Fig. 1: run 1, the metal 2 layer
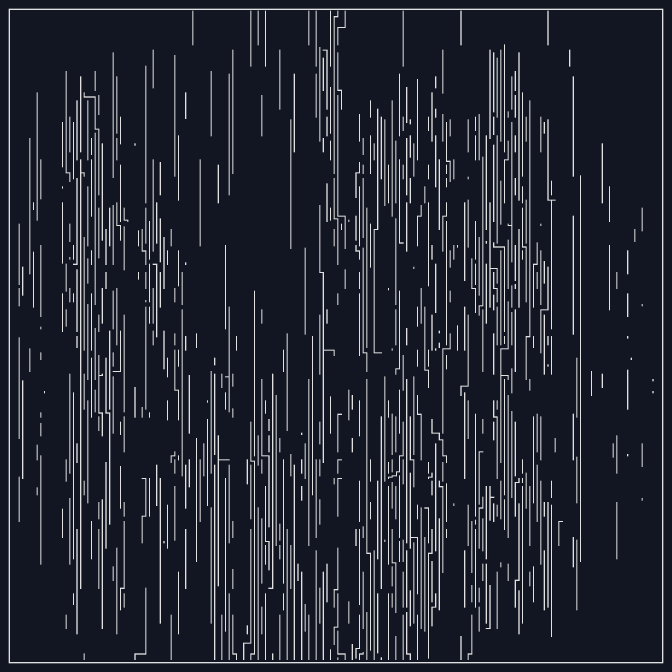
Fig. 2: run 1, metal layers overlaid
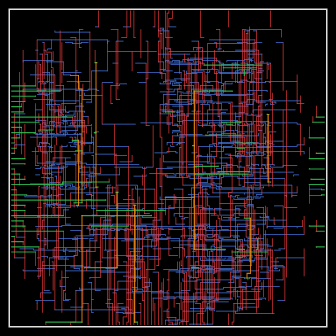
Fig. 3: run 1, routing congestion
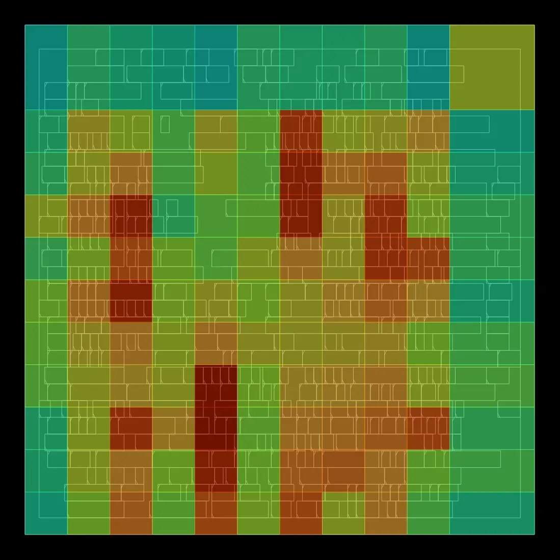
File: src/rtl/rf_ex_hazard_ctrl_pkg.sv
// Shared types for the RF/EX hazard controller: scoreboard entry layout,
// the zero-register index and the diagnostic pipeline-state encoding.
package controlPkg;

   localparam logic [4:0] XZR = 5'd31;

   typedef struct packed {
      logic       valid;
      logic       RegWrite;
      logic       MemRead;
      logic       set_flags;
      logic [4:0] addr;
   } sb_entry_t;

   typedef enum logic [1:0] {
      HZ_RUN   = 2'd0,
      HZ_STALL = 2'd1,
      HZ_FLUSH = 2'd2
   } hz_state_t;

endpackage

File: src/rtl/rf_ex_hazard_ctrl_if.sv
// Bundle of decode-stage inputs and pipeline-control outputs exchanged between
// the ID stage (master) and the hazard controller (slave).
interface rf_ex_hazard_ctrl_if #(
   parameter int CNT_W = 16
);

   logic                  id_valid;
   logic [4:0]            id_rn_addr;
   logic [4:0]            id_rm_addr;
   logic                  id_uses_rn;
   logic                  id_uses_rm;
   logic                  id_reads_flags;
   logic                  id_RegWrite;
   logic                  id_MemRead;
   logic                  id_set_flags;
   logic [4:0]            id_reg_write_addr;
   logic                  ex_branch_taken;

   logic                  bubble;
   logic                  pc_write_en;
   logic                  if_id_write_en;
   logic                  if_id_flush;
   logic                  load_use_stall;
   logic                  flag_stall;
   logic [CNT_W-1:0]      stall_cnt;
   logic [CNT_W-1:0]      flush_cnt;

   // Scoreboard contents and decoded state, exported for debug visibility
   controlPkg::sb_entry_t ex_entry;
   controlPkg::sb_entry_t mem_entry;
   controlPkg::sb_entry_t wb_entry;
   controlPkg::hz_state_t hz_state;

   modport master (
      output id_valid, id_rn_addr, id_rm_addr, id_uses_rn, id_uses_rm,
             id_reads_flags, id_RegWrite, id_MemRead, id_set_flags,
             id_reg_write_addr, ex_branch_taken,
      input  bubble, pc_write_en, if_id_write_en, if_id_flush,
             load_use_stall, flag_stall, stall_cnt, flush_cnt,
             ex_entry, mem_entry, wb_entry, hz_state
   );

   modport slave (
      input  id_valid, id_rn_addr, id_rm_addr, id_uses_rn, id_uses_rm,
             id_reads_flags, id_RegWrite, id_MemRead, id_set_flags,
             id_reg_write_addr, ex_branch_taken,
      output bubble, pc_write_en, if_id_write_en, if_id_flush,
             load_use_stall, flag_stall, stall_cnt, flush_cnt,
             ex_entry, mem_entry, wb_entry, hz_state
   );

endinterface

File: src/rtl/rf_ex_hazard_ctrl_sb_stage_reg.sv
// One scoreboard stage: a register of sb_entry_t cleared by the async
// active-low reset.
module sb_stage_reg
   import controlPkg::*;
(
   input  logic      clk,
   input  logic      reset,
   input  sb_entry_t d_i,
   output sb_entry_t q_o
);

   sb_entry_t entry_q;

   always_ff @(posedge clk or negedge reset) begin
      if (!reset) begin
         entry_q <= '0;
      end else begin
         entry_q <= d_i;
      end
   end

   assign q_o = entry_q;

endmodule

File: src/rtl/rf_ex_hazard_ctrl.sv
// RF/EX producer-side hazard controller: chooses RUN, STALL or FLUSH each cycle
// from the EX scoreboard entry and the decoded ID instruction.
module rf_ex_hazard_ctrl
   import controlPkg::*;
#(
   parameter bit FLAG_FWD = 1'b0,
   parameter int CNT_W    = 16
) (
   input logic               clk,
   input logic               reset,
   rf_ex_hazard_ctrl_if.slave hz
);

   sb_entry_t  ex_q;
   sb_entry_t  mem_q;
   sb_entry_t  wb_q;
   sb_entry_t  ex_d;

   logic       loadHit;
   logic       flagHit;
   hz_state_t  hzState;

   logic       bubble;
   logic       pcWriteEn;
   logic       ifIdWriteEn;
   logic       ifIdFlush;
   logic       loadUseStall;
   logic       flagStall;

   logic [CNT_W-1:0] stallCnt_q;
   logic [CNT_W-1:0] stallCnt_d;
   logic [CNT_W-1:0] flushCnt_q;
   logic [CNT_W-1:0] flushCnt_d;

   // Only a load still in EX can stall: everything older is forwarded
   always_comb begin
      loadHit = hz.id_valid & ex_q.valid & ex_q.MemRead & ex_q.RegWrite &
                (ex_q.addr != XZR) &
                ((hz.id_uses_rn & (hz.id_rn_addr == ex_q.addr)) |
                 (hz.id_uses_rm & (hz.id_rm_addr == ex_q.addr)));
      flagHit = (FLAG_FWD == 1'b0) & hz.id_valid & ex_q.valid &
                ex_q.set_flags & hz.id_reads_flags;
   end

   always_comb begin
      hzState      = HZ_RUN;
      bubble       = 1'b0;
      pcWriteEn    = 1'b1;
      ifIdWriteEn  = 1'b1;
      ifIdFlush    = 1'b0;
      loadUseStall = 1'b0;
      flagStall    = 1'b0;
      if (hz.ex_branch_taken) begin
         hzState   = HZ_FLUSH;
         bubble    = 1'b1;
         ifIdFlush = 1'b1;
      end else if (loadHit | flagHit) begin
         hzState      = HZ_STALL;
         bubble       = 1'b1;
         pcWriteEn    = 1'b0;
         ifIdWriteEn  = 1'b0;
         loadUseStall = loadHit;
         flagStall    = flagHit;
      end
      // Reset overrides the outputs immediately, without waiting for a clock
      if (!reset) begin
         bubble       = 1'b1;
         pcWriteEn    = 1'b0;
         ifIdWriteEn  = 1'b0;
         ifIdFlush    = 1'b0;
         loadUseStall = 1'b0;
         flagStall    = 1'b0;
      end
   end

   always_comb begin
      ex_d = '0;
      if (!bubble) begin
         ex_d.valid     = hz.id_valid;
         ex_d.RegWrite  = hz.id_RegWrite;
         ex_d.MemRead   = hz.id_MemRead;
         ex_d.set_flags = hz.id_set_flags;
         ex_d.addr      = hz.id_reg_write_addr;
      end
   end

   sb_stage_reg u_sb_ex  (.clk(clk), .reset(reset), .d_i(ex_d),  .q_o(ex_q));
   sb_stage_reg u_sb_mem (.clk(clk), .reset(reset), .d_i(ex_q),  .q_o(mem_q));
   sb_stage_reg u_sb_wb  (.clk(clk), .reset(reset), .d_i(mem_q), .q_o(wb_q));

   // Performance counters stick at all-ones rather than wrapping
   always_comb begin
      stallCnt_d = stallCnt_q;
      flushCnt_d = flushCnt_q;
      if ((hzState == HZ_STALL) && (stallCnt_q != '1)) begin
         stallCnt_d = stallCnt_q + CNT_W'(1);
      end
      if ((hzState == HZ_FLUSH) && (flushCnt_q != '1)) begin
         flushCnt_d = flushCnt_q + CNT_W'(1);
      end
   end

   always_ff @(posedge clk or negedge reset) begin
      if (!reset) begin
         stallCnt_q <= '0;
         flushCnt_q <= '0;
      end else begin
         stallCnt_q <= stallCnt_d;
         flushCnt_q <= flushCnt_d;
      end
   end

   assign hz.bubble         = bubble;
   assign hz.pc_write_en    = pcWriteEn;
   assign hz.if_id_write_en = ifIdWriteEn;
   assign hz.if_id_flush    = ifIdFlush;
   assign hz.load_use_stall = loadUseStall;
   assign hz.flag_stall     = flagStall;
   assign hz.stall_cnt      = stallCnt_q;
   assign hz.flush_cnt      = flushCnt_q;
   assign hz.ex_entry       = ex_q;
   assign hz.mem_entry      = mem_q;
   assign hz.wb_entry       = wb_q;
   assign hz.hz_state       = hzState;

endmodule
File: src/flat_wrapper.sv
// flat-port wrapper written by rule: the top's interface ports become plain ports
module rf_ex_hazard_ctrl_flat import controlPkg::*;
#(
   parameter bit FLAG_FWD = 1'b0,
   parameter int CNT_W    = 16
)
  (clk, reset, hz_id_valid, hz_id_rn_addr, hz_id_rm_addr, hz_id_uses_rn, hz_id_uses_rm, hz_id_reads_flags, hz_id_RegWrite, hz_id_MemRead, hz_id_set_flags, hz_id_reg_write_addr, hz_ex_branch_taken, hz_bubble, hz_pc_write_en, hz_if_id_write_en, hz_if_id_flush, hz_load_use_stall, hz_flag_stall, hz_stall_cnt, hz_flush_cnt, hz_ex_entry, hz_mem_entry, hz_wb_entry, hz_hz_state);
  rf_ex_hazard_ctrl_if #(.CNT_W(CNT_W)) hz_i ();
  input logic clk;
  input logic reset;
  input wire logic [$bits(hz_i.id_valid)-1:0] hz_id_valid;
  input wire logic [$bits(hz_i.id_rn_addr)-1:0] hz_id_rn_addr;
  input wire logic [$bits(hz_i.id_rm_addr)-1:0] hz_id_rm_addr;
  input wire logic [$bits(hz_i.id_uses_rn)-1:0] hz_id_uses_rn;
  input wire logic [$bits(hz_i.id_uses_rm)-1:0] hz_id_uses_rm;
  input wire logic [$bits(hz_i.id_reads_flags)-1:0] hz_id_reads_flags;
  input wire logic [$bits(hz_i.id_RegWrite)-1:0] hz_id_RegWrite;
  input wire logic [$bits(hz_i.id_MemRead)-1:0] hz_id_MemRead;
  input wire logic [$bits(hz_i.id_set_flags)-1:0] hz_id_set_flags;
  input wire logic [$bits(hz_i.id_reg_write_addr)-1:0] hz_id_reg_write_addr;
  input wire logic [$bits(hz_i.ex_branch_taken)-1:0] hz_ex_branch_taken;
  output wire logic [$bits(hz_i.bubble)-1:0] hz_bubble;
  output wire logic [$bits(hz_i.pc_write_en)-1:0] hz_pc_write_en;
  output wire logic [$bits(hz_i.if_id_write_en)-1:0] hz_if_id_write_en;
  output wire logic [$bits(hz_i.if_id_flush)-1:0] hz_if_id_flush;
  output wire logic [$bits(hz_i.load_use_stall)-1:0] hz_load_use_stall;
  output wire logic [$bits(hz_i.flag_stall)-1:0] hz_flag_stall;
  output wire logic [$bits(hz_i.stall_cnt)-1:0] hz_stall_cnt;
  output wire logic [$bits(hz_i.flush_cnt)-1:0] hz_flush_cnt;
  output wire logic [$bits(hz_i.ex_entry)-1:0] hz_ex_entry;
  output wire logic [$bits(hz_i.mem_entry)-1:0] hz_mem_entry;
  output wire logic [$bits(hz_i.wb_entry)-1:0] hz_wb_entry;
  output wire logic [$bits(hz_i.hz_state)-1:0] hz_hz_state;
  assign hz_i.id_valid = hz_id_valid;
  assign hz_i.id_rn_addr = hz_id_rn_addr;
  assign hz_i.id_rm_addr = hz_id_rm_addr;
  assign hz_i.id_uses_rn = hz_id_uses_rn;
  assign hz_i.id_uses_rm = hz_id_uses_rm;
  assign hz_i.id_reads_flags = hz_id_reads_flags;
  assign hz_i.id_RegWrite = hz_id_RegWrite;
  assign hz_i.id_MemRead = hz_id_MemRead;
  assign hz_i.id_set_flags = hz_id_set_flags;
  assign hz_i.id_reg_write_addr = hz_id_reg_write_addr;
  assign hz_i.ex_branch_taken = hz_ex_branch_taken;
  assign hz_bubble = hz_i.bubble;
  assign hz_pc_write_en = hz_i.pc_write_en;
  assign hz_if_id_write_en = hz_i.if_id_write_en;
  assign hz_if_id_flush = hz_i.if_id_flush;
  assign hz_load_use_stall = hz_i.load_use_stall;
  assign hz_flag_stall = hz_i.flag_stall;
  assign hz_stall_cnt = hz_i.stall_cnt;
  assign hz_flush_cnt = hz_i.flush_cnt;
  assign hz_ex_entry = hz_i.ex_entry;
  assign hz_mem_entry = hz_i.mem_entry;
  assign hz_wb_entry = hz_i.wb_entry;
  assign hz_hz_state = hz_i.hz_state;
  rf_ex_hazard_ctrl #(.FLAG_FWD(FLAG_FWD), .CNT_W(CNT_W)) u_core (.clk(clk), .reset(reset), .hz(hz_i));
endmodule
File: config.mk
export PLATFORM = sky130hd
export DESIGN_NAME = rf_ex_hazard_ctrl_flat
export DESIGN_NICKNAME = d
export VERILOG_FILES = /design/src/rtl/rf_ex_hazard_ctrl_pkg.sv /design/src/rtl/rf_ex_hazard_ctrl_if.sv /design/src/rtl/rf_ex_hazard_ctrl_sb_stage_reg.sv /design/src/rtl/rf_ex_hazard_ctrl.sv /design/src/flat_wrapper.sv
export SDC_FILE = /design/constraint.sdc
export NUM_CORES = 1
export LEC_CHECK = 0
export ABC_AREA = 1
export CAP_MARGIN = 25
export CORE_MARGIN = 2
export CORE_UTILIZATION = 47
export CTS_BUF_LIST = sky130_fd_sc_hd__clkbuf_8 sky130_fd_sc_hd__clkbuf_16
export DETAILED_ROUTE_END_ITERATION = 6
export HOLD_SLACK_MARGIN = 0.02
export PLACE_DENSITY = 0.89
export RECOVER_POWER = 50
export REMOVE_ABC_BUFFERS = 1
export SYNTH_ARGS = -nofsm -noshare
export SYNTH_HDL_FRONTEND = slang
export SYNTH_SLANG_ARGS = --single-unit
export TNS_END_PERCENT = 30
File: constraint.sdc
create_clock -name clk -period 2 [get_ports clk]
set_input_delay 0.5 -clock clk [delete_from_list [all_inputs] [get_ports clk]]
set_output_delay 0.5 -clock clk [all_outputs]
set_load 0.005 [all_outputs]
==> deck_impl_summary.md, run 1 <==
Physical Implementation Snapshot

Clocking
  • H-tree depth: 3
  • Root buf cell: clkbuf_8
  • Num CTS Buffers: 9
  • Sink Count: 59

Final layout
  • Diode count: 0
  • Fraction of area in registers: 34.71%
  • Filler instances: 474
  • Clk tree area frac: 5.350%
  • Dominant class by area: sequential cells
  • Share of layout cells above drive strength 1: 13.71%
  • Fin cells: 549
  • Fraction of area in multi-input gates: 29.07%
  • Post-layout util: 71.47%
  • Reg area: 1478 um2
  • Signal buffers: 113
  • Inverters: 51
  • Most frequent cells in the layout: nand2_1, clkdlybuf4s50_1, dfrtp_1, inv_1, nor2_1
  • NumNets Final: 496

Detailed routing
  • Top layer in use: met4
  • DRT iter0 DRCs: 176
  • Final ANT Viol Nets: 0
  • WL final: around 7.6 mm

Placed design
  • Pre-CTS setup slack: -0.7849 ns
  • Placed Cells: 531
  • HPWL Detailed: 5.567 mm
  • Cell Area, Placed: approximately 4000 um2
  • GPL Wtd Cong: 0.9239
  • Buffers on Ports: 91

Synth
  • Post-synthesis area per instance: 8.289 um2
  • Yosys cell types: 26
  • Biggest area consumer among synthesized cells: dfrtp_1
  • Dominant combinational family: simple AND/OR/NAND/NOR gates
  • Number of enable flip-flop cells: 0
  • Synth top cells by count: nand2_1, dfrtp_1, inv_1
  • Synthesized netlist cell count: 352
  • Synth Cell Area: 2918 um2
  • Sequential fraction of the synthesis area: 50.60%
  • Top-area cell share: a little over 50%
  • Aoi share: 0.8576%

Timing
  • Slew Viols, Final: 0
  • Final worst slack: -0.1905 ns
  • Unrepaired setup endpoints after global routing: true
  • # setup viols final: 8
  • WHS: 0.3635 ns
  • Final Hold Vio Count: 0
  • Slew margin rel.: 58.98%
  • Layout Skew: 0.005816 ns

Global route
  • Met3 Use GR: 5.628%
  • First-pass GRT wire length: 12.63 mm
  • Total grt overflow: 0
  • Vias in the first global route: 2767
  • Largest net degree at the start of global routing: 51

Power and ir drop
  • Combinational Power: 0.470 mW
  • Pwr Density: 726.9 nW/um2
  • Combinational Power Share: 15.2%
  • Net switching power: 0.7799 mW
  • Clk pwr: 1.23 mW

Worst setup path
  • CP endpoint: hz_if_id_write_en
  • Critical path type: flip-flop to primary output
  • Data required time of the critical path: around 1.5 ns
  • Worst path cell trace: inv_2 -> nand2_2 -> nand2_1 -> nor2_1 -> nand3_1 -> nand2_1 -> nand2_2 -> a21oi_2 -> nor2_2 -> buf_2
  • Crit-path max FO: 4
  • CP bufs+invs: 2
  • WP data arrival: around 1.7 ns
  • Worst Setup SP: u_core.u_sb_ex.q_o[3]$_DFF_PN0_
  • Slowest cell on crit path: dfrtp_1
  • Crit path max-delay family: simple AND/OR/NAND/NOR gates

Floorplanning
  • Die Wd: 82.79 um
  • Well Taps: 75
  • Fp_density: between 40% and 50%
  • Core Footprint: 5956 um2

Run status
  • Status: finished, violations left
  • Failing checks: setup timing

Job
  • Count of tool warnings: 27
  • Max Cap Viol: 0
About Fig. 1:
The layer carries 3980 um of wire. The longest straight run is 54.4 um. The wires run mostly vertical. 422 nets have wire on it.
DR vias: 2765
grt met2 use: 43.39%

About Fig. 2:
Key: green = M3 [wire length 436 um]; blue = M1 [wire length 2980 um]; red = M2 [wire length 3980 um]; orange = M4 [wire length 238 um]

About Fig. 3:
gr usage total: 24.36%
Avg WL per Cell: 13.91 um
busiest grt layer: met2
GR Util met1: 27.79%

==> inputs of run 2 (changes only) <==
CTS_CLUSTER_DIAMETER = 50   (was unset)
==> run 2 against run 1 <==
  * The flow still finishes with violations (setup timing)
  * Routed wire length unchanged
  * Die size unchanged
  * Synthesized area unchanged
  * Non-clock buffer count is the same
  * Cell count unchanged
  * Sequential cell count is the same
  * Global-route usage is the same
  * Final area stayed put
  * Clock power is essentially flat
  * Highest routed layer unchanged
==> deck_impl_summary.md, run 2 <==
Physical Implementation Snapshot

Synth
  • Synthesized netlist cell count: 352 (unchanged)
  • Post-synthesis area per instance: 8.289 um2 (unchanged)
  • Number of enable flip-flop cells: 0 (unchanged)
  • Top-area cell share: 50.60% (unchanged)
  • Yosys cell types: 26 (unchanged)
  • Biggest area consumer among synthesized cells: dfrtp_1 (unchanged)

Clocking
  • H-tree depth: 3 (unchanged)
  • Num CTS Buffers: 9 (unchanged)
  • Root buf cell: clkbuf_8 (unchanged)

Power and ir drop
  • Clk pwr: 1.23 mW (about the same)
  • Combinational Power Share: 15.2% (about the same)
  • Net switching power: 0.7799 mW (unchanged)

Worst setup path
  • Crit path max-delay family: simple AND/OR/NAND/NOR gates (unchanged)
  • Crit-path max FO: 4 (unchanged)
  • Slowest cell on crit path: dfrtp_1 (unchanged)
  • Critical path type: flip-flop to primary output (unchanged)
  • WP data arrival: 1.69 ns (about the same)
  • CP bufs+invs: 2 (unchanged)
  • CP endpoint: hz_if_id_write_en (unchanged)

Final layout
  • Share of layout cells above drive strength 1: 13.71% (unchanged)
  • Fin cells: 549 (unchanged)
  • Reg area: 1478 um2 (unchanged)
  • Inverters: 51 (unchanged)
  • Clk tree area frac: 5.350% (unchanged)
  • Signal buffers: 113 (unchanged)
  • Fraction of area in registers: 34.71% (unchanged)
  • Diode count: 0 (unchanged)

Detailed routing
  • WL final: 7.639 mm (unchanged)
  • DRT iter0 DRCs: 176 (unchanged)
  • DR vias: 2765 (unchanged)
  • Final ANT Viol Nets: 0 (unchanged)
  • Avg WL per Cell: 13.91 um (unchanged)
  • Top layer in use: met4 (unchanged)

Global route
  • Gr usage total: 24.36% (unchanged)
  • Busiest grt layer: met2 (unchanged)
  • GR Util met1: 27.79% (unchanged)

Run status
  • Failing checks: setup timing (unchanged)
  • Status: finished, violations left (unchanged)

Floorplanning
  • Well Taps: 75 (unchanged)
  • Die Wd: 82.79 um (unchanged)

Placed design
  • HPWL Detailed: 5.567 mm (unchanged)
  • Cell Area, Placed: 4023 um2 (unchanged)
  • Pre-CTS setup slack: -0.7849 ns (unchanged)
  • Buffers on Ports: 91 (unchanged)
  • Placed Cells: 531 (unchanged)

Timing
  • Unrepaired setup endpoints after global routing: true (unchanged)
  • Final Hold Vio Count: 0 (unchanged)
  • Layout Skew: 0.005816 ns (unchanged)
  • # setup viols final: 8 (unchanged)
  • Slew margin rel.: 58.98% (unchanged)
  • Final worst slack: -0.1905 ns (unchanged)

Job
  • Max Cap Viol: 0 (unchanged)
Fig. 4: run 2, routing congestion
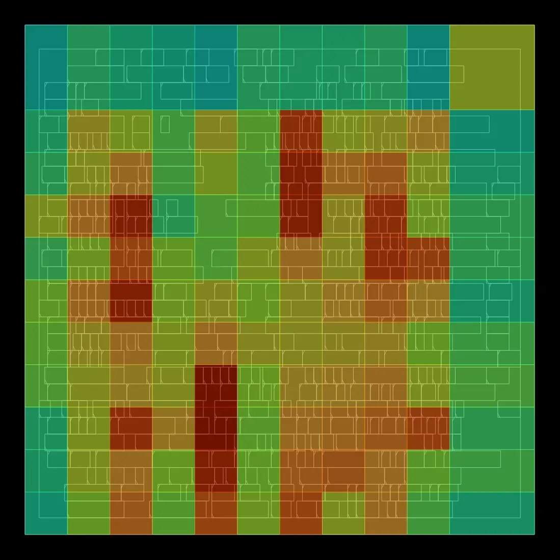
post-layout util: 71.47%
met3 Use GR: 5.628%

Fig. 5: run 2, cell density map
8 x 8 tiles, from white (low) to dark blue (high), 0 to 100% covered.
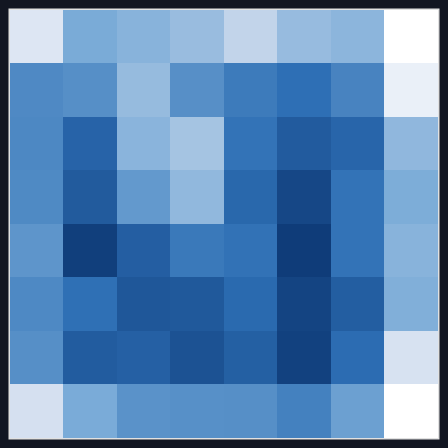
3.1% of the tiles are nearly empty. The mean over all tiles is 61%. The emptiest ninth of the die: upper right.
Core Footprint: 5956 um2
fp_density: 48.99%

Fig. 6: run 2, the metal 2 layer
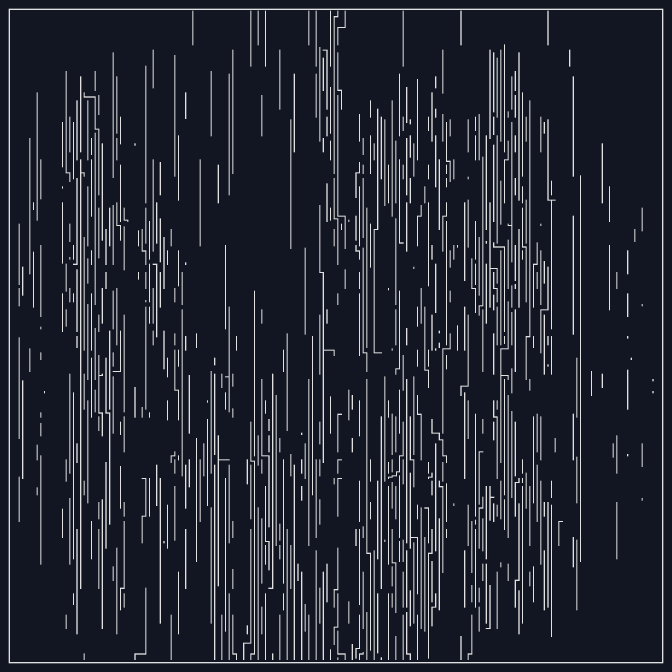
The longest straight run is 54.4 um. 422 nets have wire on it. The layer holds 52% of the routed length.

==> inputs of run 3 (changes only) <==
SETUP_SLACK_MARGIN = 0.3   (was unset)
SLEW_MARGIN = 0   (was unset)
==> run 3 against run 2 <==
  * The flow still finishes with violations (setup timing)
  * Final area grew 7.0%
  * Utilization grew 5.0 points
  * Die size is the same
  * Maximum frequency grew 1.0%
  * Worst hold slack lost 0.11 ns
  * Sequential power is essentially flat
  * Synthesized area is the same
  * Routed wire length grew 16%
  * Global-route usage grew 1.4 points
  * Clock skew shrank 0.00099 ns
  * First-iteration DRC count grew 91%
  * Total power is essentially flat
==> deck_impl_summary.md, run 3 <==
Physical Implementation Snapshot

Run status
  • Status: finished, violations left (unchanged)
  • Failing checks: setup timing (unchanged)

Worst setup path
  • Worst path cell trace: nand2_1 -> nand2_1 -> nor2_1 -> nand3_1 -> nand2_2 -> nand2_4 -> a21oi_4 -> nor2_2 -> buf_2 (was inv_2 -> nand2_2 -> nand2_1 -> nor2_1 -> nand3_1 -> nand2_1 -> nand2_2 -> a21oi_2 -> nor2_2 -> buf_2)
  • CP bufs+invs: 1 (was 2)
  • WP data arrival: 1.67 ns (was 1.69 ns)
  • Crit path max-delay family: simple AND/OR/NAND/NOR gates (unchanged)
  • Data required time of the critical path: 1.50 ns (about the same)
  • Critical path type: flip-flop to primary output (unchanged)
  • Slowest cell on crit path: dfrtp_2 (was dfrtp_1)
  • Crit-path max FO: 5 (was 4)

Synth
  • Synth Cell Area: 2918 um2 (unchanged)
  • Synth top cells by count: nand2_1, dfrtp_1, inv_1 (unchanged)
  • Synthesized netlist cell count: 352 (unchanged)
  • Top-area cell share: 50.60% (unchanged)
  • Yosys cell types: 26 (unchanged)
  • Number of enable flip-flop cells: 0 (unchanged)
  • Dominant combinational family: simple AND/OR/NAND/NOR gates (unchanged)
  • Biggest area consumer among synthesized cells: dfrtp_1 (unchanged)
  • Post-synthesis area per instance: 8.289 um2 (unchanged)
  • Sequential fraction of the synthesis area: 50.60% (unchanged)
  • Aoi share: 0.8576% (unchanged)

Placed design
  • Pre-CTS setup slack: -0.7849 ns (unchanged)
  • GPL Wtd Cong: 0.9239 (unchanged)
  • Cell Area, Placed: 4023 um2 (unchanged)
  • HPWL Detailed: 5.567 mm (unchanged)
  • Buffers on Ports: 91 (unchanged)

Timing
  • Unrepaired setup endpoints after global routing: true (unchanged)
  • Slew margin rel.: 58.84% (was 58.98%)
  • WHS: 0.2495 ns (was 0.3635 ns)
  • Layout Skew: 0.004830 ns (was 0.005816 ns)
  • # setup viols final: 6 (was 8)
  • Final worst slack: -0.1688 ns (was -0.1905 ns)

Power and ir drop
  • Clk pwr share: 40.1% (was 39.9%)
  • Net switching power: 0.8084 mW (was 0.7799 mW)
  • Clk pwr: 1.24 mW (was 1.23 mW)
  • Pwr Density: 679.4 nW/um2 (was 726.9 nW/um2)

Global route
  • Largest net degree at the start of global routing: 51 (unchanged)
  • Total grt overflow: 0 (unchanged)
  • Busiest grt layer: met2 (unchanged)
  • Gr usage total: 25.74% (was 24.36%)

Floorplanning
  • Well Taps: 75 (unchanged)
  • Fp_density: 48.99% (unchanged)
  • Core Footprint: 5956 um2 (unchanged)
  • Die Wd: 82.79 um (unchanged)

Final layout
  • Dominant class by area: sequential cells (unchanged)
  • Diode count: 0 (unchanged)
  • Inverters: 51 (unchanged)
  • Clk tree area frac: 4.999% (was 5.350%)
  • Fraction of area in registers: 32.74% (was 34.71%)
  • Filler instances: 421 (was 474)
  • Post-layout util: 76.49% (was 71.47%)
  • Reg area: 1491 um2 (was 1478 um2)
  • Share of layout cells above drive strength 1: 24.90% (was 13.71%)
  • NumNets Final: 512 (was 496)

Detailed routing
  • DR vias: 3008 (was 2765)
  • Top layer in use: met4 (unchanged)
  • WL final: 8.885 mm (was 7.639 mm)
  • Final ANT Viol Nets: 0 (unchanged)

Clocking
  • H-tree depth: 3 (unchanged)
  • Num CTS Buffers: 9 (unchanged)
  • Root buf cell: clkbuf_8 (unchanged)
  • Sink Count: 59 (unchanged)
  • CTS tree: built (unchanged)

Job
  • Count of tool warnings: 27 (unchanged)
  • Max Cap Viol: 0 (unchanged)
Fig. 7: run 3, routing congestion
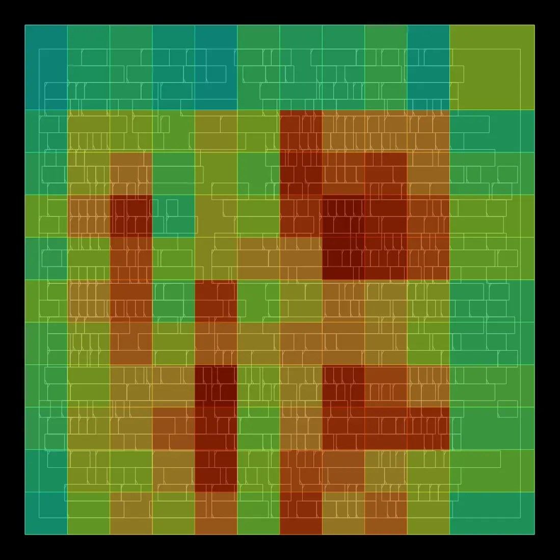
GR Util met1: 30.29%
met3 Use GR: 5.087%
Avg WL per Cell: 15.73 um
grt met2 use: 45.00%

Fig. 8: run 3, logic cells by family
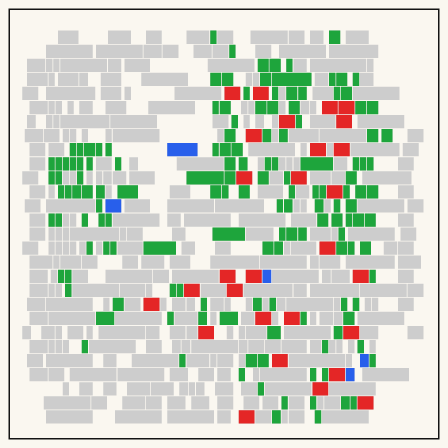
Key: red = xor and xnor cells [cells 28, most used xor2_1]; blue = aoi and oai cells [cells 5, most used o21ai_0]; green = nand cells [cells 146, most used nand2_1]
most numerous logic cell after layout: nand2_1
fraction of area in multi-input gates: 30.21%
fin cells: 565

Fig. 9: run 3, the metal 2 layer
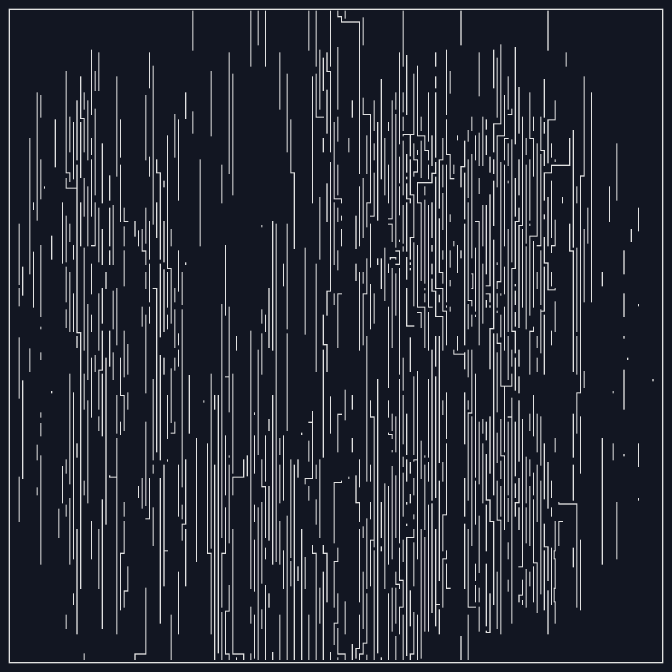
The layer holds 53% of the routed length. The layer carries 4710 um of wire. 451 nets have wire on it. The longest straight run is 42.8 um.

No activity file was given, so power comes from the tool's default toggle rates.
